==> src/rtl/clock_pkg.sv <==
// Shared definitions for the clock time path and the alarm comparator:
// field widths, field limits, mode encodings and time_out bit positions.
package clock_pkg;

    localparam int FIELD_W  = 6;
    localparam int TIME_W   = 3 * FIELD_W;

    localparam int HOUR_MAX = 23;
    localparam int MIN_MAX  = 59;
    localparam int SEC_MAX  = 59;

    // time_out layout: {hour, min, sec}
    localparam int SEC_LSB  = 0;
    localparam int MIN_LSB  = SEC_LSB + FIELD_W;
    localparam int HOUR_LSB = MIN_LSB + FIELD_W;

    typedef enum logic [1:0] {
        RUN      = 2'd0,
        SET_HOUR = 2'd1,
        SET_MIN  = 2'd2,
        SET_SEC  = 2'd3
    } mode_t;

endpackage

==> src/rtl/mod_counter.sv <==
// Modulo-(MAX+1) field counter; carry flags the increment that wraps MAX back to 0.
module mod_counter
    import clock_pkg::*;
#(
    parameter int MAX = 59
) (
    input  logic               clk_tc,
    input  logic               clear,
    input  logic               inc,
    output logic [FIELD_W-1:0] value,
    output logic               carry
);

    logic at_max;

    assign at_max = (value == FIELD_W'(MAX));
    assign carry  = inc && at_max;

    always_ff @(posedge clk_tc) begin
        // NOTE: state registers use non-blocking assignments so every flop samples pre-edge values.
        if (clear) begin
            value <= '0;
        end else if (inc) begin
            value <= at_max ? '0 : value + 1'b1;
        end
    end

endmodule

==> src/rtl/time_counter.sv <==
// Time-of-day counter with a prescaled seconds tick and a button-driven
// set mode that walks hour -> minute -> second before returning to RUN.
module time_counter
    import clock_pkg::*;
#(
    parameter int TICK_DIV = 3
) (
    input  logic              clk_tc,
    input  logic              reset,
    input  logic              mode_btn,
    input  logic              inc_btn,
    output logic [TIME_W-1:0] time_out,
    output logic [1:0]        set_mode,
    output logic              sec_pulse
);

    localparam int               PRE_W    = (TICK_DIV > 1) ? $clog2(TICK_DIV) : 1;
    localparam logic [PRE_W-1:0] PRE_LAST = PRE_W'(TICK_DIV - 1);

    mode_t              state;
    logic [PRE_W-1:0]   prescaler;
    logic               mode_q;
    logic               inc_q;
    logic               mode_edge;
    logic               inc_edge;
    logic               tick;
    logic [FIELD_W-1:0] hour;
    logic [FIELD_W-1:0] min;
    logic [FIELD_W-1:0] sec;
    logic               sec_inc;
    logic               min_inc;
    logic               hour_inc;
    logic               sec_carry;
    logic               min_carry;
    logic               unused_day_wrap;

    // A mode press wins over a coincident inc press, which is dropped.
    assign mode_edge = mode_btn && !mode_q;
    assign inc_edge  = inc_btn && !inc_q && !mode_edge;
    assign tick      = (state == RUN) && (prescaler == PRE_LAST);

    // Carries ripple only on a RUN tick; set-mode increments touch one field.
    assign sec_inc  = tick || (inc_edge && state == SET_SEC);
    assign min_inc  = (tick && sec_carry) || (inc_edge && state == SET_MIN);
    assign hour_inc = (tick && sec_carry && min_carry) || (inc_edge && state == SET_HOUR);

    mod_counter #(.MAX(SEC_MAX)) u_sec (
        .clk_tc (clk_tc),
        .clear  (reset),
        .inc    (sec_inc),
        .value  (sec),
        .carry  (sec_carry)
    );

    mod_counter #(.MAX(MIN_MAX)) u_min (
        .clk_tc (clk_tc),
        .clear  (reset),
        .inc    (min_inc),
        .value  (min),
        .carry  (min_carry)
    );

    mod_counter #(.MAX(HOUR_MAX)) u_hour (
        .clk_tc (clk_tc),
        .clear  (reset),
        .inc    (hour_inc),
        .value  (hour),
        .carry  (unused_day_wrap)
    );

    assign time_out = {hour, min, sec};
    assign set_mode = state;

    always_ff @(posedge clk_tc) begin
        // NOTE: button history loads even during reset, so a button held across release gives no edge.
        mode_q <= mode_btn;
        inc_q  <= inc_btn;

        if (reset) begin
            state     <= RUN;
            prescaler <= '0;
            sec_pulse <= 1'b0;
        end else begin
            sec_pulse <= tick;

            if (state != RUN || tick) begin
                prescaler <= '0;
            end else begin
                prescaler <= prescaler + 1'b1;
            end

            case (state)
                RUN:      if (mode_edge) state <= SET_HOUR;
                SET_HOUR: if (mode_edge) state <= SET_MIN;
                SET_MIN:  if (mode_edge) state <= SET_SEC;
                SET_SEC:  if (mode_edge) state <= RUN;
                default:  state <= RUN;
            endcase
        end
    end

endmodule

==> config.mk <==
export PLATFORM = sky130hd
export DESIGN_NAME = time_counter
export DESIGN_NICKNAME = d
export VERILOG_FILES = /design/src/rtl/clock_pkg.sv /design/src/rtl/mod_counter.sv /design/src/rtl/time_counter.sv
export SDC_FILE = /design/constraint.sdc
export NUM_CORES = 1
export LEC_CHECK = 0
export ABC_AREA = 0
export CAP_MARGIN = 15
export CORE_UTILIZATION = 50
export CTS_CLUSTER_SIZE = 20
export DETAILED_ROUTE_END_ITERATION = 6
export PLACE_DENSITY = 0.85
export SLEW_MARGIN = 40
export SYNTH_ARGS = -nofsm -noshare
export SYNTH_HDL_FRONTEND = slang
export SYNTH_SLANG_ARGS = --single-unit
==> constraint.sdc <==
create_clock -name clk_tc -period 2.21 [get_ports clk_tc]
set_input_delay 0.442 -clock clk_tc [delete_from_list [all_inputs] [get_ports clk_tc]]
set_output_delay 0.442 -clock clk_tc [all_outputs]
set_load 0.005 [all_outputs]
**Sizing map**

Bar = 20 µm.
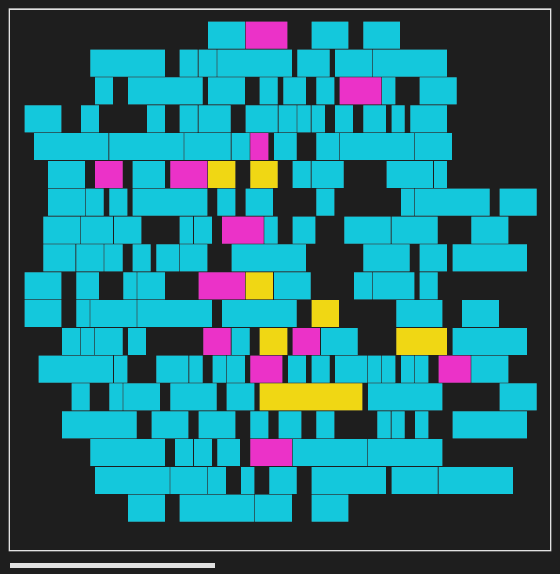
size	colour	cells	share
_2 cells	magenta	12	7.3%
_0 and _1 cells	cyan	146	88%
_3 and _4 cells	yellow	7	4.2%
layout overhead on the synthesized area: 23.08%
buffers outside the clock class: 26
final non-filler cell area: 0.001588 mm²

==> impl_metrics.xml <==
<?xml version="1.0" encoding="UTF-8"?>
<metrics>
  <group name="min_path">
    <metric name="hold_class" unit="">reg -&gt; reg</metric>
    <metric name="worst_hold_path.num_cells" unit="">1</metric>
    <metric name="timing.hold.worst.start" unit="">prescaler[0]</metric>
    <metric name="worstHoldEndpoint" unit="">prescaler[0]</metric>
  </group>
  <group name="global_route">
    <metric name="use_met2" unit="">0.3439</metric>
    <metric name="grt-ovfl-total" unit="">0</metric>
    <metric name="antenna_found_initial" unit="">0</metric>
    <metric name="grt_util_met3" unit="">0.04058</metric>
    <metric name="grt_first_pass_wirelength" unit="mm">4.236</metric>
  </group>
  <group name="floorplanning">
    <metric name="placeableCoreArea" unit="mm²">0.002455</metric>
    <metric name="ioPinCount" unit="">25</metric>
    <metric name="die-height" unit="µm">52.80</metric>
    <metric name="fp_util" unit="">0.5255</metric>
    <metric name="floorplan.rows" unit="">18</metric>
    <metric name="die-width" unit="µm">52.80</metric>
    <metric name="dieArea" unit="mm²">0.002787</metric>
    <metric name="num_tap_cells" unit="">30</metric>
  </group>
  <group name="worst_setup_path">
    <metric name="r2r_setup_slack" unit="ps">230</metric>
    <metric name="critical_path.max_stage_delay" unit="ps">370</metric>
    <metric name="crit_startpoint" unit="">set_mode[0]</metric>
    <metric name="critical_path_required" unit="ps">2430</metric>
    <metric name="critical_path_depth" unit="">6</metric>
    <metric name="critPathBufInv" unit="">1</metric>
    <metric name="path_cells" unit="">inv_1 -&gt; ha_1 -&gt; and3_2 -&gt; nand4_2 -&gt; a21boi_0 -&gt; mux2_2</metric>
    <metric name="slowest_stage" unit="">sky130_fd_sc_hd__dfxtp_1</metric>
    <metric name="worstSetupStartpointType" unit="">flop</metric>
    <metric name="worst_ep_arrival_time" unit="ps">2200</metric>
  </group>
  <group name="synthesis">
    <metric name="yosys_most_used_dff" unit="">sky130_fd_sc_hd__dfxtp_1</metric>
    <metric name="yosys_warnings" unit="">0</metric>
    <metric name="ys_sh_xor" unit="">0.006790</metric>
    <metric name="post_synth_inst_count" unit="">137</metric>
    <metric name="area_leaders" unit="">sky130_fd_sc_hd__dfxtp_1 (39%), sky130_fd_sc_hd__ha_1 (8.7%), sky130_fd_sc_hd__a21oi_1 (5.4%)</metric>
    <metric name="mux_area_frac" unit="">0.04171</metric>
    <metric name="enable_flop_cells" unit="">0</metric>
    <metric name="total_standard_cell_area_after_synthesis" unit="mm²">0.001290</metric>
    <metric name="yosysSeqAreaShare" unit="">0.3880</metric>
    <metric name="synth.net_count" unit="">150</metric>
    <metric name="syn-mean-instance-area" unit="µm²">9.416</metric>
    <metric name="synth-compound-area-share" unit="">0.2085</metric>
    <metric name="synthSimpleGateAreaFrac" unit="">0.2357</metric>
  </group>
  <group name="final_layout">
    <metric name="layout_top_registers" unit="">u_hour.value (6), u_min.value (6), u_sec.value (6)</metric>
    <metric name="seq_share" unit="">0.3152</metric>
    <metric name="buf_share" unit="">0.1608</metric>
    <metric name="numSequentialCells" unit="">25</metric>
    <metric name="biggestCellCategory" unit="">combinational gates</metric>
    <metric name="final_core_util" unit="">0.6468</metric>
    <metric name="clock_area_frac" unit="">0.01734</metric>
    <metric name="inverters" unit="">5</metric>
    <metric name="fin_nets" unit="">179</metric>
    <metric name="multi_in_gates" unit="">105</metric>
    <metric name="antennaDiodeCount" unit="">0</metric>
    <metric name="area.combinational" unit="µm²">748.2</metric>
    <metric name="final_layout_size_suffix_gt1_frac" unit="">0.1152</metric>
    <metric name="fillCellCount" unit="">215</metric>
  </group>
  <group name="clocking">
    <metric name="cts_repair_resize_count" unit="">0</metric>
    <metric name="cts_hold_buffers" unit="">0</metric>
    <metric name="cts.reportedPaths.clkPinSlew" unit="ps">140</metric>
    <metric name="tritoncts" unit="">built</metric>
    <metric name="htree_num_levels" unit="">1</metric>
    <metric name="post_cts.repair.setup_buffers" unit="">0</metric>
    <metric name="max-clock-path-buffers" unit="">2</metric>
    <metric name="cts-root-buf" unit="">sky130_fd_sc_hd__clkbuf_4</metric>
  </group>
  <group name="flow_run">
    <metric name="maxCapViolations" unit="">0</metric>
    <metric name="warnings" unit="">30</metric>
  </group>
  <group name="routing">
    <metric name="routed_length_on_met3" unit="µm">75</metric>
    <metric name="first_pass_iteration_count_of_the_detailed_router" unit="">4</metric>
    <metric name="met2_length" unit="mm">1.265</metric>
    <metric name="top_layer_used" unit="">met4</metric>
    <metric name="wl_met1" unit="mm">1.298</metric>
    <metric name="detail_route.iter0.violations" unit="">18</metric>
    <metric name="vias_per_cell" unit="">5.826</metric>
  </group>
  <group name="pwr">
    <metric name="sequentialPowerShare" unit="">0.497</metric>
    <metric name="pwr_cell_area" unit="mW/mm²">694.7</metric>
    <metric name="total_leakage_power" unit="nW">0.5582</metric>
    <metric name="total_switching_power" unit="W">0.0003616</metric>
    <metric name="pg_seq" unit="W">0.000548</metric>
    <metric name="internal_power_consumption" unit="W">0.0007414</metric>
    <metric name="p_clk_frac" unit="">0.187</metric>
    <metric name="vdd.ir_drop.worst" unit="mV">0.4602</metric>
    <metric name="clk-power" unit="W">0.000206</metric>
  </group>
  <group name="final_timing">
    <metric name="clock_skew" unit="ps">4.551</metric>
    <metric name="worst-slew-pin-transition" unit="ps">547.6</metric>
    <metric name="setup-tns-final" unit="ps">0</metric>
    <metric name="fin_crit_sh" unit="">0.8951</metric>
    <metric name="grt_setup_unrepaired" unit="">no</metric>
    <metric name="final-max-slew-violation-count" unit="">0</metric>
    <metric name="report.final.setup_viol" unit="">0</metric>
  </group>
  <group name="placement">
    <metric name="portBuffers" unit="">24</metric>
    <metric name="routabilityCongestion" unit="">0.7577</metric>
    <metric name="detailed_place.area" unit="mm²">0.001560</metric>
  </group>
  <group name="outcome">
    <metric name="outcome" unit="">completed</metric>
  </group>
</metrics>
**Met1 routing**

Bar = 20 µm. Supply wires on this layer in grey.
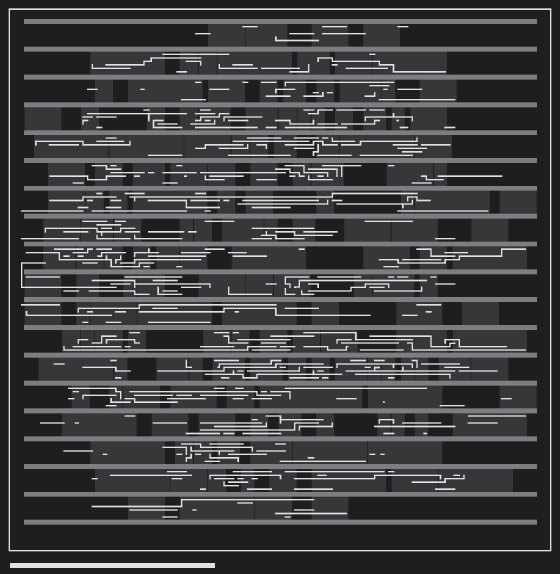
wire length on this layer	1300 µm
main direction	horizontal
share of all routed wire	49%
nets with wire on the layer	162
longest straight run	19.8 µm
total wirelength of the detailed-routed design: 2.659 mm
routed via count: 1136
GR met1 Demand/Resource: 0.2496

No activity file was given, so power comes from the tool's default toggle rates.
